--- src/rtl/lsu_pkg.sv ---
// Shared encodings for the load/store unit: access sizes, FSM states, data memory size.
package lsu_pkg;

  localparam logic [1:0] SZ_BYTE = 2'b00;
  localparam logic [1:0] SZ_HALF = 2'b01;
  localparam logic [1:0] SZ_WORD = 2'b10;
  localparam logic [1:0] SZ_RSVD = 2'b11;

  localparam int MEM_BYTES = 1024;

  typedef enum logic [1:0] {
    IDLE = 2'b00,
    RD   = 2'b01,
    WR   = 2'b10,
    RESP = 2'b11
  } state_e;

endpackage

--- src/rtl/lsu_lane.sv ---
// Big-endian lane extract/extend for loads and lane merge for sub-word stores.
// Purely combinational, no handshake.
module lsu_lane
  import lsu_pkg::*;
(
  input  logic [31:0] word,
  input  logic [31:0] wdata,
  input  logic [1:0]  offset,
  input  logic [1:0]  size,
  input  logic        is_unsigned,
  output logic [31:0] load_data,
  output logic [31:0] merged
);

  logic [7:0]  byte_lane;
  logic [15:0] half_lane;

  // Byte offset 0 is the most significant byte of the word.
  always_comb begin
    byte_lane = word[31:24];
    case (offset)
      2'd0: byte_lane = word[31:24];
      2'd1: byte_lane = word[23:16];
      2'd2: byte_lane = word[15:8];
      default: byte_lane = word[7:0];
    endcase
    half_lane = offset[1] ? word[15:0] : word[31:16];
  end

  always_comb begin
    load_data = word;
    case (size)
      SZ_BYTE: load_data = {{24{byte_lane[7] & ~is_unsigned}}, byte_lane};
      SZ_HALF: load_data = {{16{half_lane[15] & ~is_unsigned}}, half_lane};
      default: load_data = word;
    endcase
  end

  always_comb begin
    merged = word;
    case (size)
      SZ_BYTE: begin
        case (offset)
          2'd0: merged[31:24] = wdata[7:0];
          2'd1: merged[23:16] = wdata[7:0];
          2'd2: merged[15:8]  = wdata[7:0];
          default: merged[7:0] = wdata[7:0];
        endcase
      end
      SZ_HALF: begin
        if (offset[1]) merged[15:0] = wdata[15:0];
        else           merged[31:16] = wdata[15:0];
      end
      default: merged = wdata;
    endcase
  end

endmodule

--- src/rtl/load_store_unit.sv ---
// Load/store unit for a word-wide big-endian data memory; resp_valid 1 (error), 2 (load, word store)
// or 3 (sub-word store) cycles after accept; req_ready only in IDLE, responses cannot be stalled.
module load_store_unit #(
  parameter int ADDR_W    = 32,
  parameter int DATA_W    = 32,
  parameter int MEM_BYTES = lsu_pkg::MEM_BYTES
) (
  input  logic              clk,
  input  logic              rst,
  input  logic              req_valid,
  output logic              req_ready,
  input  logic              req_we,
  input  logic [1:0]        req_size,
  input  logic              req_unsigned,
  input  logic [ADDR_W-1:0] req_addr,
  input  logic [DATA_W-1:0] req_wdata,
  output logic              resp_valid,
  output logic [DATA_W-1:0] resp_rdata,
  output logic              resp_err,
  output logic [ADDR_W-1:0] mem_addr,
  output logic              mem_wr,
  output logic [DATA_W-1:0] mem_wdata,
  input  logic [DATA_W-1:0] mem_rdata
);
  import lsu_pkg::*;

  localparam int AW1 = ADDR_W + 1;

  state_e            state, state_nxt;
  logic              we_q;
  logic              uns_q;
  logic [1:0]        size_q;
  logic [1:0]        off_q;
  logic [DATA_W-1:0] wdata_q;

  logic              accept;
  logic              req_err;
  logic              word_store;
  logic [2:0]        size_bytes;
  logic [ADDR_W:0]   last_byte;
  logic [DATA_W-1:0] load_ext;
  logic [DATA_W-1:0] merged;

  assign accept     = req_valid && req_ready;
  assign word_store = req_we && (req_size == SZ_WORD);

  // Range check uses one extra bit so addresses near the top cannot wrap into range.
  always_comb begin
    size_bytes = 3'd4;
    case (req_size)
      SZ_BYTE: size_bytes = 3'd1;
      SZ_HALF: size_bytes = 3'd2;
      default: size_bytes = 3'd4;
    endcase
    last_byte = {1'b0, req_addr} + AW1'(size_bytes) - AW1'(1);
    req_err   = (req_size == SZ_RSVD)
             || ((req_size == SZ_HALF) && req_addr[0])
             || ((req_size == SZ_WORD) && (req_addr[1:0] != 2'b00))
             || (last_byte >= AW1'(MEM_BYTES));
  end

  always_ff @(posedge clk or posedge rst) begin
    if (rst) state <= IDLE;
    else     state <= state_nxt;
  end

  always_comb begin
    state_nxt  = state;
    req_ready  = 1'b0;
    mem_wr     = 1'b0;
    resp_valid = 1'b0;
    case (state)
      IDLE: begin
        req_ready = 1'b1;
        if (req_valid) begin
          if (req_err)         state_nxt = RESP;
          else if (word_store) state_nxt = WR;
          else                 state_nxt = RD;
        end
      end
      RD:   state_nxt = we_q ? WR : RESP;
      WR: begin
        mem_wr    = 1'b1;
        state_nxt = RESP;
      end
      RESP: begin
        resp_valid = 1'b1;
        state_nxt  = IDLE;
      end
      default: state_nxt = IDLE;
    endcase
  end

  lsu_lane u_lane (
    .word        (mem_rdata),
    .wdata       (wdata_q),
    .offset      (off_q),
    .size        (size_q),
    .is_unsigned (uns_q),
    .load_data   (load_ext),
    .merged      (merged)
  );

  // Faulting requests never update mem_addr/mem_wdata, so memory sees nothing new.
  always_ff @(posedge clk or posedge rst) begin
    if (rst) begin
      we_q       <= 1'b0;
      uns_q      <= 1'b0;
      size_q     <= SZ_BYTE;
      off_q      <= 2'b00;
      wdata_q    <= '0;
      resp_rdata <= '0;
      resp_err   <= 1'b0;
      mem_addr   <= '0;
      mem_wdata  <= '0;
    end else begin
      if (accept) begin
        we_q       <= req_we;
        uns_q      <= req_unsigned;
        size_q     <= req_size;
        off_q      <= req_addr[1:0];
        wdata_q    <= req_wdata;
        resp_rdata <= '0;
        resp_err   <= req_err;
        if (!req_err) mem_addr <= {req_addr[ADDR_W-1:2], 2'b00};
        if (!req_err && word_store) mem_wdata <= req_wdata;
      end
      if (state == RD) begin
        if (we_q) mem_wdata  <= merged;
        else      resp_rdata <= load_ext;
      end
    end
  end

endmodule

--- config.mk ---
export PLATFORM = sky130hd
export DESIGN_NAME = load_store_unit
export DESIGN_NICKNAME = d
export VERILOG_FILES = /design/src/rtl/lsu_pkg.sv /design/src/rtl/lsu_lane.sv /design/src/rtl/load_store_unit.sv
export SDC_FILE = /design/constraint.sdc
export NUM_CORES = 1
export LEC_CHECK = 0
export ABC_AREA = 1
export CAP_MARGIN = 10
export CORE_ASPECT_RATIO = 0.9
export CORE_UTILIZATION = 55
export CTS_BUF_LIST = sky130_fd_sc_hd__clkbuf_8
export CTS_CLUSTER_DIAMETER = 120
export DETAILED_ROUTE_END_ITERATION = 8
export DONT_BUFFER_PORTS = 1
export PLACE_DENSITY = 0.77
export REMOVE_ABC_BUFFERS = 1
export SLEW_MARGIN = 40
export SYNTH_ARGS = -nofsm -noshare
export SYNTH_HDL_FRONTEND = slang
export SYNTH_SLANG_ARGS = --single-unit
--- constraint.sdc ---
create_clock -name clk -period 5.85 [get_ports clk]
set_clock_uncertainty 0.1 [all_clocks]
set_input_delay 1.17 -clock clk [delete_from_list [all_inputs] [get_ports clk]]
set_output_delay 1.17 -clock clk [all_outputs]
set_load 0.01 [all_outputs]
==> summary.txt, run 1 <==
Status: complete, no violations
Top-area cell share: 0.3372
Well-tap cell count: 240
Number of global-route vias before repair: 9287
Post-Synthesis Cells: 1562
Fillers: 1782
Final Hold Violating Endpoints: 0
Net Sw Power: 2.005 mW
M1 WL: 12070 microns
Logic area: 4991 sq um
FP Core Util: 0.5652
Met3 Wirelength: 3245 microns
Hold bufs inserted after CTS: 0
Ao+oa area frac: 0.1742
Layer with the highest usage: met2
Synthesized area: 10020 sq um
First-pass GRT wire length: 47280 microns
Drt initial violations: 950
Xor/xnor share: 0
Max-cap violations: 0
#MultiIn Comb: 1000
Comb/total area: 0.4756
Post-synth EDFFs: 0
Top-count cell post-synth: nand2_1
Setup crit start kind: input port
Tool Warnings: 31
Clock tree buffer depth: 2
Placed cell area: 10140 sq um
Worst-path fanout max: 61
Number of post-CTS setup repair buffers: 0
Critical path buffers and inverters: 6
ClkCell Share: 0.03231
Power per cell area: 396.5 nW/um^2
I/O pins: 203
First-pass DRT Iterations: 8
Syn. warnings: 0
Clock sink count: 135
H-tree levels: 4
Unrepaired setup endpoints after global routing: no
Sw frac: 0.4819
Ys cells: 1562
Ant diodes: 2
Rel. slew slack: 0.4273
Clk slew on worst S/H paths: 0.08 ns
Die X: 144.3 microns
Pins Over Slew Limit: 0
Routing usage on met3: 0.09761
Total power after layout: 4.161 mW
Main flop type: dfrtp_1
Chip area: 18760 sq um
Nonclk inv count: 366
Clkbuf count: 17
CP Data Arrival Time: 4.39 ns
Avg Cell Area, Syn: 6.415 sq um
Synth Seq Share: 0.3372
Min-Delay Path Class: reg2reg
Final setup viols: 0
Hold Path End: we_q$_DFFE_PP0P_
Worst path slowest cell: fa_1
Via/cell ratio: 5.543
Adders+Majority by Area: 0.04945
Leakage power: 5.982 nW
Port-buffer cells: 0
Antenna Nets Post-Route: 0
Mux frac, synth: 0
Post-Layout Cell Count: 1788
Cell mode on critical path: nand2_1
## run 1: worst max path at each step
stage | slack [ns] | from | depth (start not counted) | endpoint
floorplan | 0.97 | rst | 1 | mem_addr[10]$_DFFE_PP0P_
global placement | 1.40 | req_size[1] | 25 | mem_addr[29]$_DFFE_PP0P_
detailed placement | 1.25 | req_size[1] | 27 | mem_addr[10]$_DFFE_PP0P_
CTS | 1.74 | req_size[1] | 27 | mem_addr[13]$_DFFE_PP0P_
global route | 1.29 | req_size[1] | 27 | mem_addr[16]$_DFFE_PP0P_
finish | 1.71 | req_size[1] | 25 | mem_addr[5]$_DFFE_PP0P_
## run 1: flip-flops by register name (all words and copies together) (netlist names)
name,flops
off_q,2
resp_rdata,32
size_q,2
wdata_q,32
mem_addr,30
uns_q,1
mem_wdata,32
state,2
resp_err,1
we_q,1
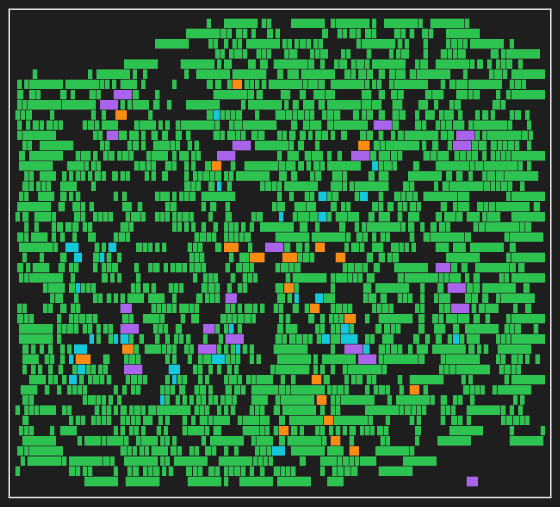
Fig. 1. Drive-strength map (run 1).
colour	size	cells
orange	drive 3 to 4	21
purple	drive 6 and up	23
cyan	drive 2	33
green	drive 1 or less	1469
final setup margin: 1.707 ns
Non-Filler Cell Area, Final: 10490 sq um
nonclk buf count: 13

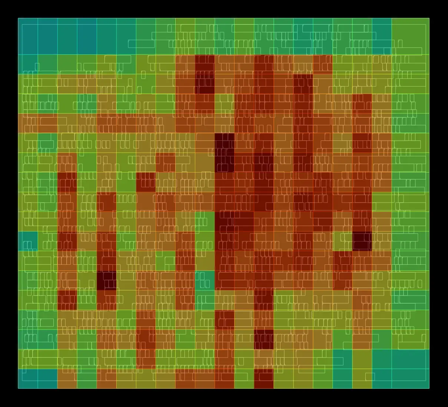
Fig. 2. Congestion heat map (run 1).
GRT Total Usage: 0.3288
Wirelength per Cell: 16.85 microns

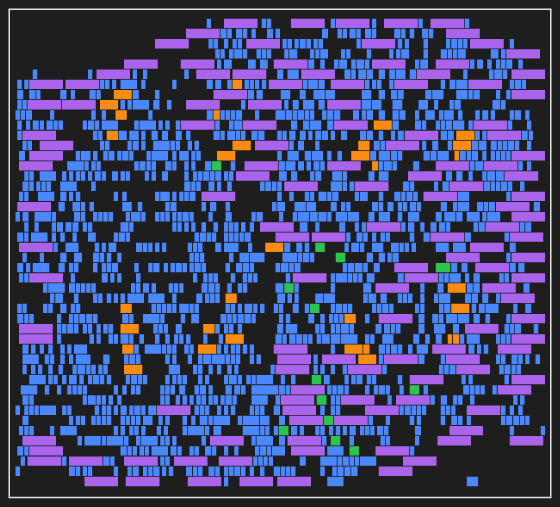
Fig. 3. Placed cells, one colour a class (run 1).
colour	class	cells	share of their area
blue	all other logic	1366	63%
purple	flip-flops	135	33%
orange	clock drivers and dummy loads	32	3.3%
green	other buffers and delay cells	13	0.99%
post-layout util: 0.5920
flop share of the area: 0.3219
area of the core: 17730 sq um
FP Rows: 46

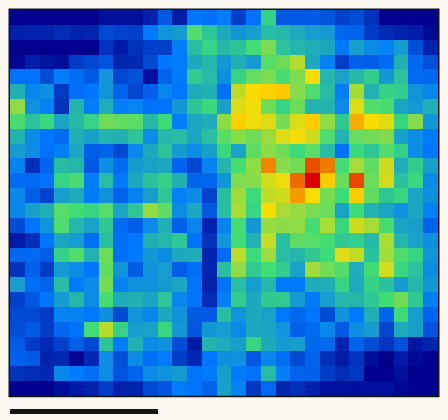
Fig. 4. Wire density map (run 1).
Scale bar: 50 microns. 29 x 26 tiles, from dark blue (low) to red (high), scaled to the fullest tile. Values are wire area over tile area, all layers added.
tiles over half the peak	18%
nearly empty tiles	4.1%
densest ninth of the die	right middle
emptiest ninth of the die	top left
fullest tile	0.83
mean over tiles	0.28
Vias: 9911
Detailed Route WL: 30130 microns

Fig. 5: run 1, cell area per tile
Scale bar: 50 microns. 14 x 13 tiles, from dark blue (low) to red (high), 0 to 100% covered.
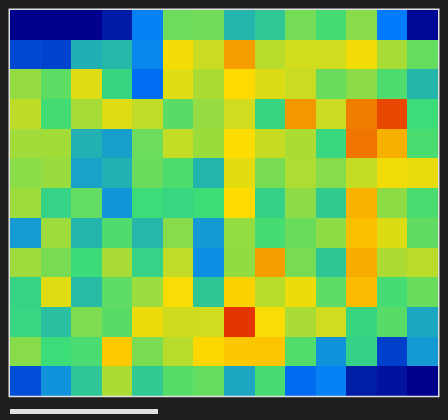

==> run 2: changes to the inputs <==
==> constraint.sdc (replaced) <==
create_clock -name clk -period 4 [get_ports clk]
set_clock_uncertainty 0.1 [all_clocks]
set_input_delay 0.8 -clock clk [delete_from_list [all_inputs] [get_ports clk]]
set_output_delay 0.8 -clock clk [all_outputs]
set_load 0.01 [all_outputs]
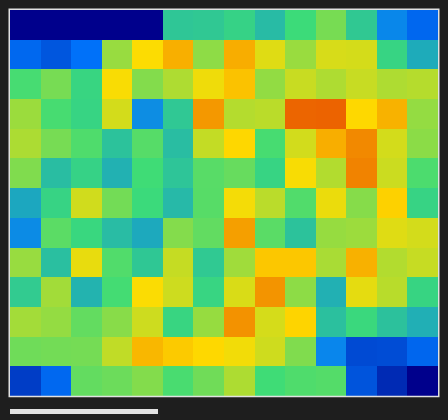
Fig. 6. Cell area per tile (run 2).
Scale bar: 50 microns. 14 x 13 tiles, from dark blue (low) to red (high), 0 to 100% covered.
mean over tiles	55%
nearly empty tiles	3.3%
fullest tile	89%
tiles over 75% full	13%
post-layout util: 0.6011
FP Core Util: 0.5652

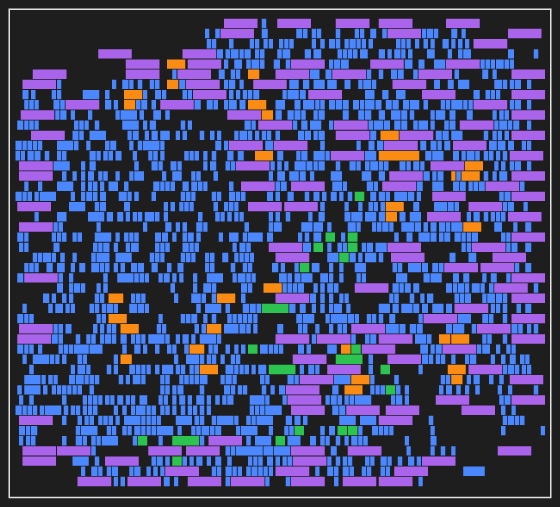
Fig. 7. Placed cells, one colour a class (run 2).
colour	class	cells	share of their area
purple	flip-flops	135	33%
orange	clock drivers and dummy loads	32	3.8%
green	other buffers and delay cells	21	2.0%
blue	all other logic	1366	62%
flop share of the area: 0.3170
Non-Filler Cell Area, Final: 10660 sq um

==> summary.txt, run 2 <==
Status: complete, no violations
Port-buffer cells: 0
Tool Warnings: 34
Detailed Route WL: 30220 microns
Nonclk inv count: 366
WP depth: 26
GRT Total Usage: 0.3291
Number of global-route vias before repair: 9190
#MultiIn Comb: 1000
Syn. warnings: 0
Final setup viols: 0
Comb/total area: 0.4679
Avg Cell Area, Syn: 6.415 sq um
FP Rows: 46
Leakage power: 6.059 nW
Clk slew on worst S/H paths: 0.09 ns
Ant diodes: 2
First-pass GRT wire length: 47200 microns
Hold slack final: 0.1087 ns
Top-count cell post-synth: nand2_1
Biggest regs: mem_wdata (32), resp_rdata (32), wdata_q (32)
Synth Seq Share: 0.3372
Worst-path fanout max: 40
First-pass DRT Iterations: 6
Clkbuf count: 18
H-tree levels: 4
Number of post-CTS setup repair buffers: 0
Fillers: 1776
Critical path buffers and inverters: 7
CP Launch Point: req_size[1]
Post-Synthesis Cells: 1562
Wirelength per Cell: 16.82 microns
Logic area: 4986 sq um
Clock tree buffer depth: 2
Unrepaired setup endpoints after global routing: no
Vias: 9995
Well-tap cell count: 240
Post-placement cell count: 1762
Antenna Nets Post-Route: 0
Synthesized area: 10020 sq um
Net Sw Power: 2.946 mW
Worst path slowest cell: fa_1
Area of the core: 17730 sq um
Min-Delay Path Class: in2async
Ys cells: 1562
Drt initial violations: 945
Top-area cell share: 0.3372
Cell mode on critical path: nand2_1
Max-cap violations: 0
Main flop type: dfrtp_1
ClkCell Share: 0.03687
Via/cell ratio: 5.565
Post-Layout Cell Count: 1796
Power per cell area: 585.2 nW/um^2
Final Hold Violating Endpoints: 0
Die X: 144.3 microns
# resized after CTS: 0
CP Data Arrival Time: 3.83 ns
Pins Over Slew Limit: 0
I/O pins: 203
Total power after layout: 6.236 mW
Chip area: 18760 sq um
Nonclk buf count: 21
Final setup margin: 0.4289 ns
Setup crit start kind: input port
Post-synth EDFFs: 0
Initial antenna violation count: 2
CP Capture Point: mem_addr[24]$_DFFE_PP0P_
Clock sink count: 135
-- run 2: cell counts after synthesis --
Identical to the previous run, type by type.
-- run 2: routing by layer --
| metal | vias up | part of all wire | global-route usage |
|---|---|---|---|
| li1 | 4862 | - | - |
| met1 | 4588 | 0.40 | 0.3965 |
| met2 | 456 | 0.46 | 0.5413 |
| met3 | 89 | 0.10 | 0.09945 |
| met4 | 0 | 0.040 | 0.1523 |
| met5 | - | 0 | 0 |
-- run 2: kinds of logic after synthesis --
logic type / Yosys count / share of synthesized area
and+or+nand+nor: 655 / 0.2720
buffers and inverters: 428 / 0.1668
DFF: 135 / 0.3372
adders and majority gates: 39 / 0.04945
other: 1 / 0.0003743
AOI/OAI and AO/OA: 304 / 0.1742
Fig. 8: run 2, wire density map
Scale bar: 50 microns. 29 x 26 tiles, from dark blue (low) to red (high), scaled to the fullest tile. Values are wire area over tile area, all layers added.
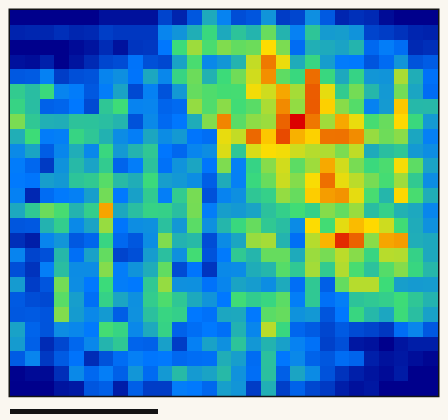

==> run 3: changes to the inputs <==
==> constraint.sdc (replaced) <==
create_clock -name clk -period 4 [get_ports clk]
set_clock_uncertainty 0.1 [all_clocks]
set_input_delay 0.8 -clock clk [delete_from_list [all_inputs] [get_ports clk]]
set_output_delay 0.8 -clock clk [all_outputs]
set_load 0.02 [all_outputs]
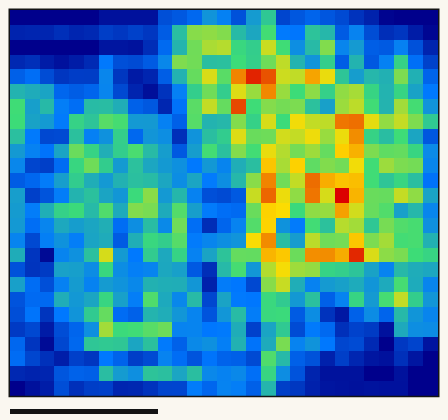
Fig. 9. Wire density map (run 3).
Scale bar: 50 microns. 29 x 26 tiles, from dark blue (low) to red (high), scaled to the fullest tile. Values are wire area over tile area, all layers added.
nearly empty tiles	3.6%
tiles over half the peak	25%
fullest tile	0.77
mean over tiles	0.27
densest ninth of the die	right middle
emptiest ninth of the die	top left
GRT Total Usage: 0.3259
Vias: 9782
Detailed Route WL: 29750 microns
Wirelength per Cell: 16.56 microns

==> summary.txt, run 3 <==
Post-Synthesis Cells: 1562
Post-Layout Cell Count: 1797
Final setup margin: 0.4411 ns
First-pass GRT wire length: 46950 microns
Area of the core: 17730 sq um
Unrepaired setup endpoints after global routing: no
Top-area cell share: 0.3372
WP depth: 26
Placed cell area: 10270 sq um
Port-buffer cells: 0
Pins Over Slew Limit: 0
Worst path slowest cell: fa_1
Synthesized area: 10020 sq um
Total power after layout: 6.412 mW
# resized after CTS: 0
Clock tree buffer depth: 2
Hold bufs inserted after CTS: 0
Post-placement cell count: 1764
Main flop type: dfrtp_1
Final setup viols: 0
H-tree levels: 4
Hold slack final: 0.1878 ns
Via/cell ratio: 5.444
Initial antenna violation count: 2
Setup crit start kind: input port
Drt initial violations: 1014
Logic area: 4986 sq um
Rel. slew slack: 0.4349
CP Data Arrival Time: 3.81 ns
Worst-path fanout max: 61
Chip area: 18760 sq um
Fillers: 1745
CP Launch Point: req_size[1]
Biggest regs: mem_wdata (32), resp_rdata (32), wdata_q (32)
Clk slew on worst S/H paths: 0.08 ns
Leakage power: 6.054 nW
Ys cells: 1562
Tool Warnings: 31
Post-synth EDFFs: 0
Power per cell area: 601.8 nW/um^2
Min-Delay Path Class: in2async
Cell mode on critical path: nand2_1
CP Capture Point: mem_addr[19]$_DFFE_PP0P_
Non-Filler Cell Area, Final: 10660 sq um
Status: complete, no violations
Top-count cell post-synth: nand2_1
Sw frac: 0.4899
Syn. warnings: 0
Critical path buffers and inverters: 7
Net Sw Power: 3.141 mW
FP Core Util: 0.5652
Number of post-CTS setup repair buffers: 0
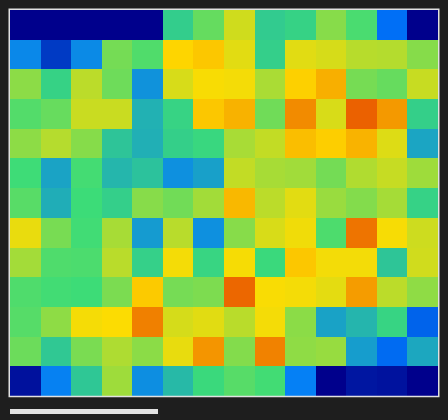
Fig. 10. Cell area per tile (run 3).
Scale bar: 50 microns. 14 x 13 tiles, from dark blue (low) to red (high), 0 to 100% covered.
post-layout util: 0.6011

[run 3: cell counts after synthesis]
Identical to the previous run, type by type.
[run 3: cells by family after synthesis]
family          count (synthesis)  share of synthesized area
compound gates                304                     0.1742
flops                         135                     0.3372
other cells                     1                  0.0003743
simple gates                  655                     0.2720
fa+ha+maj                      39                    0.04945
buf+inv                       428                     0.1668
[run 3: layer usage]
metal  vias to the layer above  global-route usage  share of wire
li1                       4853                   -              -
met1                      4377              0.3834           0.39
met2                       453              0.5413           0.46
met3                        99              0.1057           0.10
met4                         0              0.1517          0.043
met5                         -                   0              0
[run 3: cell type report]
class                      instances  area share
multi-input combinational       1000      0.4679
sequential                       135      0.3171
inverter                         366      0.1294
tap                              240     0.02818
clock buffer                      18     0.02325
timing repair buffer              23     0.02208
clock inverter                    13     0.01163
antenna                            2   0.0004697
No activity file was given, so power comes from the tool's default toggle rates.
